$ cat src/rtl/sonar_pkg.sv
// Shared definitions for the sonar scan controller: clock-rate defaults,
// the FSM state encoding and the "no echo" distance code.
package sonar_pkg;

    // System clock rate the default timing constants are derived from
    localparam int CLK_HZ = 10_000_000;

    // Default block parameters
    localparam int DEF_STEPS         = 16;
    localparam int DEF_SETTLE_CYCLES = CLK_HZ / 5;    // 200 ms servo settle
    localparam int DEF_ACK_TIMEOUT   = 16;
    localparam int DEF_MEAS_TIMEOUT  = CLK_HZ / 25;   // 40 ms worst-case echo
    localparam int DEF_ABORT_CYCLES  = 4;
    localparam int DEF_MAX_RANGE     = 200;

    // Distance code for a missing echo or an aborted measurement
    localparam logic [7:0] NO_ECHO = 8'hFF;

    // State encoding
    localparam logic [2:0] ST_IDLE      = 3'd0;
    localparam logic [2:0] ST_SETTLE    = 3'd1;
    localparam logic [2:0] ST_TRIG      = 3'd2;
    localparam logic [2:0] ST_WAIT_ACK  = 3'd3;
    localparam logic [2:0] ST_WAIT_DONE = 3'd4;
    localparam logic [2:0] ST_CAPTURE   = 3'd5;
    localparam logic [2:0] ST_ABORT     = 3'd6;
    localparam logic [2:0] ST_STEP      = 3'd7;

    typedef enum logic [2:0] {
        S_IDLE      = ST_IDLE,
        S_SETTLE    = ST_SETTLE,
        S_TRIG      = ST_TRIG,
        S_WAIT_ACK  = ST_WAIT_ACK,
        S_WAIT_DONE = ST_WAIT_DONE,
        S_CAPTURE   = ST_CAPTURE,
        S_ABORT     = ST_ABORT,
        S_STEP      = ST_STEP
    } state_t;

    // Largest of the four timer limits, used to size the shared timer
    function automatic int max_of4(input int a, input int b, input int c, input int d);
        int m;
        m = a;
        if (b > m) m = b;
        if (c > m) m = c;
        if (d > m) m = d;
        return m;
    endfunction

endpackage

$ cat src/rtl/sonar_cycle_timer.sv
// Up-counting cycle timer shared by every timed FSM state. A clear restarts
// the count at zero; the terminal-count flag rises once limit cycles have
// elapsed since the clear and the counter then holds so it cannot wrap.
module sonar_cycle_timer #(
    parameter int W = 8
) (
    input  logic         clk,
    input  logic         rst_n,
    input  logic         clear,
    input  logic [W-1:0] limit,
    output logic         tc
);

    logic [W-1:0] count;

    // Count cycles since the last clear, saturating at terminal count
    always_ff @(posedge clk or negedge rst_n) begin
        if (!rst_n) begin
            count <= '0;
        end else if (clear) begin
            count <= '0;
        end else if (!tc) begin
            count <= count + W'(1);
        end
    end

    assign tc = (count >= (limit - W'(1)));

endmodule

$ cat src/rtl/sonar_scan_ctrl.sv
// Sonar sweep scheduler: steps the servo index back and forth, waits for the
// mechanics to settle, fires one measurement per position through the sonar
// READY handshake (with ack / completion timeouts and an abort reset), and
// reports the nearest target found in each completed sweep.
module sonar_scan_ctrl
    import sonar_pkg::*;
#(
    parameter int  STEPS         = DEF_STEPS,
    parameter int  SETTLE_CYCLES = DEF_SETTLE_CYCLES,
    parameter int  ACK_TIMEOUT   = DEF_ACK_TIMEOUT,
    parameter int  MEAS_TIMEOUT  = DEF_MEAS_TIMEOUT,
    parameter int  ABORT_CYCLES  = DEF_ABORT_CYCLES,
    parameter int  MAX_RANGE     = DEF_MAX_RANGE,
    localparam int IW            = $clog2(STEPS)
) (
    input  logic          clk,
    input  logic          rst_n,
    input  logic          enable,
    input  logic          sonar_ready,
    input  logic [7:0]    sonar_inches,
    output logic          do_measure,
    output logic          sonar_rst_n,
    output logic [IW-1:0] angle_idx,
    output logic          meas_valid,
    output logic [7:0]    meas_inches,
    output logic [IW-1:0] meas_idx,
    output logic          sweep_done,
    output logic [7:0]    target_inches,
    output logic [IW-1:0] target_idx,
    output logic          target_valid,
    output logic          busy
);

    localparam int            TMAX        = max_of4(SETTLE_CYCLES, ACK_TIMEOUT, MEAS_TIMEOUT, ABORT_CYCLES);
    localparam int            TW          = $clog2(TMAX) + 1;
    localparam logic [IW-1:0] LAST_IDX    = IW'(STEPS - 1);
    localparam logic [7:0]    RANGE_LIMIT = 8'(MAX_RANGE);

    state_t state;
    state_t next_state;

    // Shared timer controls
    logic          timer_clear;
    logic [TW-1:0] timer_limit;
    logic          timer_tc;

    // Next values of the registered handshake / status outputs
    logic          do_measure_d;
    logic          sonar_rst_n_d;
    logic          busy_d;
    logic          meas_load;
    logic [7:0]    meas_data;

    // Sweep bookkeeping
    logic          dir_up;
    logic [7:0]    run_min;
    logic [IW-1:0] run_min_idx;
    logic          sample_lt;
    logic [7:0]    cand_min;
    logic [IW-1:0] cand_idx;
    logic          sweep_end;

    sonar_cycle_timer #(
        .W (TW)
    ) u_timer (
        .clk   (clk),
        .rst_n (rst_n),
        .clear (timer_clear),
        .limit (timer_limit),
        .tc    (timer_tc)
    );

    // FSM state register
    always_ff @(posedge clk or negedge rst_n) begin
        if (!rst_n) begin
            state <= S_IDLE;
        end else begin
            state <= next_state;
        end
    end

    // FSM next-state logic; handshake states always run to completion or abort
    always_comb begin
        next_state = state;
        unique case (state)
            S_IDLE: begin
                if (enable) next_state = S_SETTLE;
            end
            S_SETTLE: begin
                if (timer_tc) next_state = S_TRIG;
            end
            S_TRIG: begin
                if (sonar_ready) next_state = S_WAIT_ACK;
            end
            S_WAIT_ACK: begin
                if (!sonar_ready)  next_state = S_WAIT_DONE;
                else if (timer_tc) next_state = S_ABORT;
            end
            S_WAIT_DONE: begin
                if (sonar_ready)   next_state = S_CAPTURE;
                else if (timer_tc) next_state = S_ABORT;
            end
            S_CAPTURE: begin
                next_state = S_STEP;
            end
            S_ABORT: begin
                if (timer_tc) next_state = S_STEP;
            end
            S_STEP: begin
                next_state = enable ? S_SETTLE : S_IDLE;
            end
            default: begin
                next_state = S_IDLE;
            end
        endcase
    end

    // FSM output logic: timer control plus next values of registered outputs
    always_comb begin
        timer_clear   = (next_state != state);
        timer_limit   = TW'(1);
        unique case (state)
            S_SETTLE:    timer_limit = TW'(SETTLE_CYCLES);
            S_WAIT_ACK:  timer_limit = TW'(ACK_TIMEOUT);
            S_WAIT_DONE: timer_limit = TW'(MEAS_TIMEOUT);
            S_ABORT:     timer_limit = TW'(ABORT_CYCLES);
            default:     timer_limit = TW'(1);
        endcase
        do_measure_d  = (state == S_TRIG) && sonar_ready;
        sonar_rst_n_d = (next_state != S_ABORT);
        busy_d        = (next_state != S_IDLE);
        meas_load     = (state == S_CAPTURE) || ((state == S_ABORT) && (next_state == S_STEP));
        meas_data     = (state == S_CAPTURE) ? sonar_inches : NO_ECHO;
    end

    // Register the handshake outputs and latch each completed sample
    always_ff @(posedge clk or negedge rst_n) begin
        if (!rst_n) begin
            do_measure  <= 1'b0;
            sonar_rst_n <= 1'b1;
            busy        <= 1'b0;
            meas_valid  <= 1'b0;
            meas_inches <= NO_ECHO;
            meas_idx    <= '0;
        end else begin
            do_measure  <= do_measure_d;
            sonar_rst_n <= sonar_rst_n_d;
            busy        <= busy_d;
            meas_valid  <= meas_load;
            if (meas_load) begin
                meas_inches <= meas_data;
                meas_idx    <= angle_idx;
            end
        end
    end

    // Candidate running minimum including the latest sample; ties keep the older one
    always_comb begin
        sample_lt = (meas_inches < run_min);
        cand_min  = sample_lt ? meas_inches : run_min;
        cand_idx  = sample_lt ? meas_idx : run_min_idx;
        sweep_end = dir_up ? (angle_idx == LAST_IDX) : (angle_idx == '0);
    end

    // Advance the sweep in STEP: fold in the sample, publish at the endpoints
    always_ff @(posedge clk or negedge rst_n) begin
        if (!rst_n) begin
            angle_idx     <= '0;
            dir_up        <= 1'b1;
            run_min       <= NO_ECHO;
            run_min_idx   <= '0;
            sweep_done    <= 1'b0;
            target_inches <= NO_ECHO;
            target_idx    <= '0;
            target_valid  <= 1'b0;
        end else begin
            sweep_done <= 1'b0;
            if (state == S_STEP) begin
                if (sweep_end) begin
                    target_inches <= cand_min;
                    target_idx    <= cand_idx;
                    target_valid  <= (cand_min < RANGE_LIMIT);
                    sweep_done    <= 1'b1;
                    run_min       <= NO_ECHO;
                    run_min_idx   <= '0;
                    dir_up        <= !dir_up;
                end else begin
                    run_min     <= cand_min;
                    run_min_idx <= cand_idx;
                    angle_idx   <= dir_up ? (angle_idx + IW'(1)) : (angle_idx - IW'(1));
                end
            end
        end
    end

endmodule

$ cat config.mk
export PLATFORM = sky130hd
export DESIGN_NAME = sonar_scan_ctrl
export DESIGN_NICKNAME = d
export VERILOG_FILES = /design/src/rtl/sonar_pkg.sv /design/src/rtl/sonar_cycle_timer.sv /design/src/rtl/sonar_scan_ctrl.sv
export SDC_FILE = /design/constraint.sdc
export NUM_CORES = 1
export LEC_CHECK = 0
export CAP_MARGIN = 0
export CORE_ASPECT_RATIO = 0.5
export CORE_MARGIN = 2
export CORE_UTILIZATION = 40
export DETAILED_ROUTE_END_ITERATION = 7
export DONT_BUFFER_PORTS = 1
export PLACE_DENSITY = 0.63
export SYNTH_ARGS = -nofsm -noshare
export SYNTH_HDL_FRONTEND = slang
export SYNTH_HIERARCHICAL = 1
export SYNTH_SLANG_ARGS = --single-unit
$ cat constraint.sdc
create_clock -name clk -period 5.4 [get_ports clk]
set_clock_uncertainty 0.05 [all_clocks]
set_input_delay 1.08 -clock clk [delete_from_list [all_inputs] [get_ports clk]]
set_output_delay 1.08 -clock clk [all_outputs]
set_load 0.01 [all_outputs]
==> results.yml, run 1 <==
# implementation run metrics
run_status:
  outcome: "finished, final reports clean"
logic_synthesis:
  ys_types: 62
  ys_area_um2: 4510
  ys_seq_frac: 0.407
  ys_seq_elements: 72
  synth_top_area_share: 0.255
  yosys.area_share.simple: 0.186
clock_network:
  cts_buffer_depth: 2
  postCtsSetupBuffers: 0
  clock_sinks: 72
  cts-hold-fix-buffers: 0
floorplanning:
  rows: 27
  ios: 46
  die_area_um2: 12200
  initial_core_util: 0.410
worst_setup_path:
  slowest_stage: "dfrtp_1"
  crit_chain: "xnor2_1, inv_1, ha_1, nor4b_1, nand4_1, nor4_1, nand2b_1, nor4_1, xnor2_1, ha_1, a21oi_1, nand2_1, a221oi_1, o211ai_2, inv_1, nand2_1, a211oi_1, a21oi_4, buf_4, a21oi_1"
  required_ns: 5.61
  r2r_slack_ns: 0.47
  r2r.worst_path.cells: 20
  crit_buf_inv: 3
  crit_end: "u_timer/count[9]$_DFFE_PN0P_"
  timing.rr.start: "state[0]$_DFF_PN0_"
  crit_path_start_kind: "register"
  path_class: "register to register"
route:
  wl_met3_um: 431
  drt_first_pass_iters: 4
  wl_met1_mm: 4.78
  dr.first_iter.drc_count: 164
  drc: 0
  dr_wl_met2_mm: 4.51
  final_antenna_net_count: 0
sta:
  maxSlewViolCount: 0
  worst_pin_slew_ns: 0.756
  finalCriticalPeriod_ns: 4.93
  setup_slack_ns: 0.473
  fmax_mhz: 203
  whs_ns: 0.386
  relSlewSlack: 0.494
finish:
  regArea_um2: 1830
  fillers: 1042
  largest_register_ff_count: 22
  layout.cells.non_filler: 643
  comb_cells: 380
  mostFrequentLayoutCell: "dfrtp_1"
  nets: 539
  area_delta_synth_final_pct: 11.3
  seq_share: 0.366
  clock_area_frac: 0.0531
  drive_gt1_frac: 0.149
pwr:
  p_seq_w: 0.00107
  ir_drop_v: 0.000204
  p_sw_frac: 0.417
  p_int_w: 0.00159
  power_leader: "combinational logic"
  switchingPower_w: 0.00114
  p_leak_nw: 2.07
global_routing:
  grt_pass1_wl_mm: 16.7
  grt_max_degree: 73
  grt_usage: 0.172
flow_run:
  maxCapViolCount: 0
place:
  port_buffers: 0
  place_area_um2: 4740
  hpwl_mm: 6.92
hold_path:
  hp-class: "input pin to async pin"
Run 1, clock wires, drivers and flops:
Drawn at 4 px/µm.
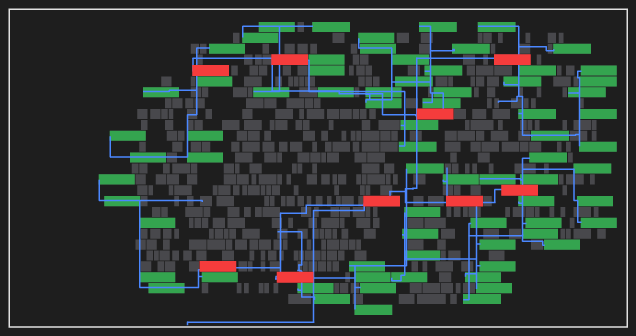
[flip-flops] green | count: 72
[clock wires] blue | length: 1020 µm
[clock-net drivers] red | count: 9
routed clock nets	10
Clock Power Share: 0.198
clk pwr: 0.000539 W
worst skew pair latency: 0.34 ns

Run 1, M2 wires:
Drawn at 3 px/µm. Cells faint in the background.
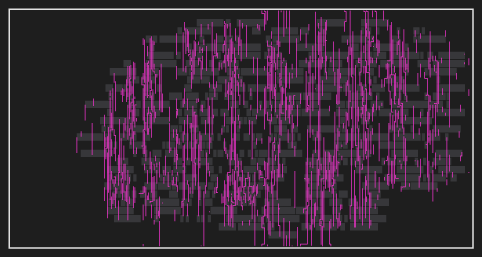
longest straight run	47.6 µm
wire length on this layer	4510 µm
share of all routed wire	46%
main direction	vertical
nets with wire on the layer	433
drt total wl: 9.82 mm
met2 Usage GRT: 0.281
Via Count: 3504

Run 1, placed cells, one color a class:
Drawn at 3 px/µm. Fill, decap, tap and diode cells in gray.
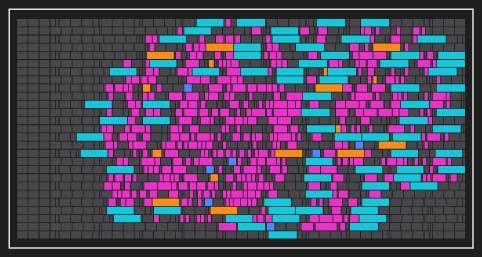
class	color	cells	share of their area
sequential cells	cyan	72	38%
clock drivers and dummy loads	orange	16	5.5%
remaining buffers and delay cells	blue	7	1.1%
remaining logic cells	magenta	403	55%
utilization after layout: 0.457
final instance area: 5010 µm²

Run 1, ports around the boundary:
Drawn at 2 px/µm. Pins as bars across the die edge, other pins in gray.
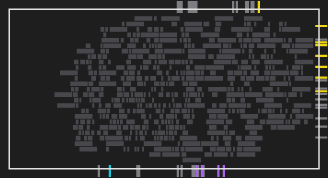

## Run 2: what changed since run 1
Settings changed: ABC_CLOCK_PERIOD_IN_PS from default to 5400, CORE_MARGIN 2 to 5.
Run 2, ports around the boundary:
Drawn at 2 px/µm. Pins as bars across the die edge, other pins in gray.
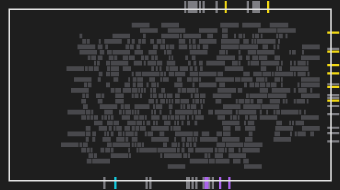
port	color	pins	direction	edge
`target_inches`	yellow	8	output	6 right, 2 top
`angle_idx`	purple	4	output	bottom
`rst_n`	cyan	1	input	bottom
all pins by edge	16 top, 15 bottom, 15 right
Port-buffer cells: 0
Die W: 160 µm
Die Ht: 85.1 µm

==> results.yml, run 2 <==
# implementation run metrics
route:
  final_antenna_net_count: 0
  vias: 3546
  wirelength_mm: 9.82
  viasPerCell: 5.50
  wl_met1_mm: 4.62
  dr_wl_met2_mm: 4.68
  drt_first_pass_iters: 4
  dr.first_iter.drc_count: 198
  drc: 0
  wl_met3_um: 393
floorplanning:
  rows: 27
  initial_core_util: 0.409
  ios: 46
  die_area_um2: 13600
worst_setup_path:
  r2r_slack_ns: 0.56
  r2r.worst_path.cells: 18
  timing.rr.start: "state[1]$_DFF_PN0_"
  crit_end: "meas_idx[3]$_DFFE_PN0P_"
  path_depth: 18
  path_class: "register to register"
  crit_path_start_kind: "register"
  required_ns: 5.57
  crit_buf_inv: 3
  crit_chain: "inv_1, nand2_1, o22ai_1, nor3_2, nand3b_1, nor4_4, nand2_1, nor3_1, xnor2_1, ha_1, nand4_1, nor3_1, nand3_1, o211ai_2, buf_4, inv_1, o31ai_2, mux2_2"
finish:
  area_delta_synth_final_pct: 13.1
  drive_gt1_frac: 0.156
  layout.cells.non_filler: 645
  comb_cells: 380
  mostFrequentLayoutCell: "dfrtp_1"
  fillers: 1052
  seq_share: 0.360
  clock_area_frac: 0.0636
  final_core_util: 0.463
  nets: 541
pwr:
  p_leak_nw: 2.11
  p_sw_frac: 0.404
  clock_net_power_w: 0.000625
  p_seq_w: 0.00109
  ir_drop_v: 0.000170
  power_leader: "sequential cells"
  pwr-share-clk: 0.223
  p_int_w: 0.00167
  switchingPower_w: 0.00113
logic_synthesis:
  ys_seq_elements: 72
  ys_types: 62
  synth_top_area_share: 0.255
  ys_area_um2: 4510
  yosys.area_share.simple: 0.186
  ys_seq_frac: 0.407
run_status:
  outcome: "finished, final reports clean"
sta:
  relSlewSlack: 0.428
  whs_ns: 0.390
  finalCriticalPeriod_ns: 4.84
  maxSlewViolCount: 0
  timing.final.hold_violations: 0
  setup_slack_ns: 0.560
  period_used_share: 0.896
  worst_pin_slew_ns: 0.858
global_routing:
  grt_usage: 0.151
  grt_pass1_wl_mm: 17.0
  use_met2: 0.258
  grt_max_degree: 73
clock_network:
  cts_buffer_depth: 2
  clock_sinks: 72
  cts-hold-fix-buffers: 0
  worst_skew_pair.late_latency_ns: 0.34
  postCtsSetupBuffers: 0
  postCtsResizedCells: 0
hold_path:
  hp-class: "input pin to async pin"
place:
  hpwl_mm: 7.11
flow_run:
  maxCapViolCount: 0
## Run 3: what changed since run 2
Settings changed: CTS_CLUSTER_DIAMETER from default to 100, SLEW_MARGIN from default to 15.
Run 3, clock wires, drivers and flops:
Drawn at 4 px/µm.
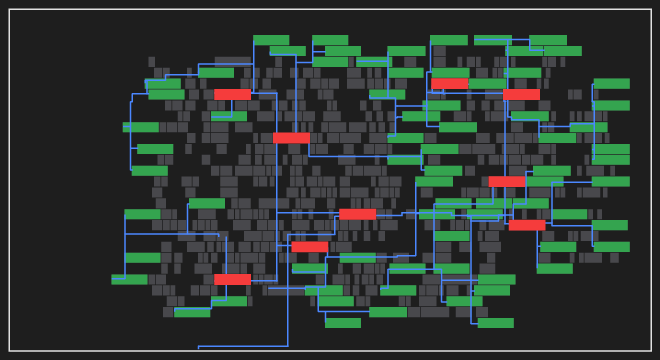
Clock Power Share: 0.223
clk pwr: 0.000625 W

==> results.yml, run 3 <==
# implementation run metrics
sta:
  relSlewSlack: 0.428
  tns_ns: 0
  timing.final.hold_violations: 0
  setup_slack_ns: 0.560
  whs_ns: 0.390
  period_used_share: 0.896
  fmax_mhz: 207
  finalCriticalPeriod_ns: 4.84
worst_setup_path:
  r2r.worst_path.cells: 18
  crit_chain: "inv_1, nand2_1, o22ai_1, nor3_2, nand3b_1, nor4_4, nand2_1, nor3_1, xnor2_1, ha_1, nand4_1, nor3_1, nand3_1, o211ai_2, buf_4, inv_1, o31ai_2, mux2_2"
  crit_buf_inv: 3
  path_depth: 18
  crit_path_start_kind: "register"
  crit_end: "meas_idx[3]$_DFFE_PN0P_"
  r2r_slack_ns: 0.56
floorplanning:
  rows: 27
  die_area_um2: 13600
  die_y_um: 85.1
  chipWidth_um: 160
  ios: 46
  initial_core_util: 0.409
route:
  drc: 0
  wl_met1_mm: 4.62
  final_antenna_net_count: 0
  viasPerCell: 5.50
  wire_per_inst_um: 15.2
  dr_wl_met2_mm: 4.68
  dr.first_iter.drc_count: 198
  wirelength_mm: 9.82
  wl_met3_um: 393
  drt_first_pass_iters: 4
  vias: 3546
finish:
  fillers: 1052
  clock_area_frac: 0.0636
  buffers: 9
  regArea_um2: 1840
  comb_cells: 380
  largest_register_ff_count: 22
  area_delta_synth_final_pct: 13.1
  mostFrequentLayoutCell: "dfrtp_1"
  fin_area_um2: 5100
  combGateArea_um2: 2600
  clock_buffers: 14
  layout.cells.non_filler: 645
  nets: 541
  seq_share: 0.360
  final_core_util: 0.463
  drive_gt1_frac: 0.156
clock_network:
  numCtsBuffers: 9
  clock_sinks: 72
  worst_skew_pair.late_latency_ns: 0.34
  cts_buffer_depth: 2
  cts-hold-fix-buffers: 0
  postCtsResizedCells: 0
  postCtsSetupBuffers: 0
logic_synthesis:
  ys_area_um2: 4510
  ys_seq_frac: 0.407
  topCellsByArea: "dfrtp_1 (26%), dfstp_2 (15%), ha_1 (9.2%)"
  syn-instance-count: 461
  yosys.area_share.simple: 0.186
  ys_types: 62
place:
  place.gp.congestion: 0.816
  port_buffers: 0
  hpwl_mm: 7.11
  post-place-ws_ns: 0.440
  place_area_um2: 4750
hold_path:
  hp-class: "input pin to async pin"
flow_run:
  maxCapViolCount: 0
pwr:
  ir_drop_v: 0.000170
  p_seq_w: 0.00109
  switchingPower_w: 0.00113
  p_int_w: 0.00167
  p_sw_frac: 0.404
global_routing:
  use_met2: 0.258
  grt_usage: 0.151
  grt_max_degree: 73
  globalRoute.totalOverflow: 0
  grt_pass1_wl_mm: 17.0
run_status:
  outcome: "finished, final reports clean"
Power is estimated from default activity; no workload was simulated.
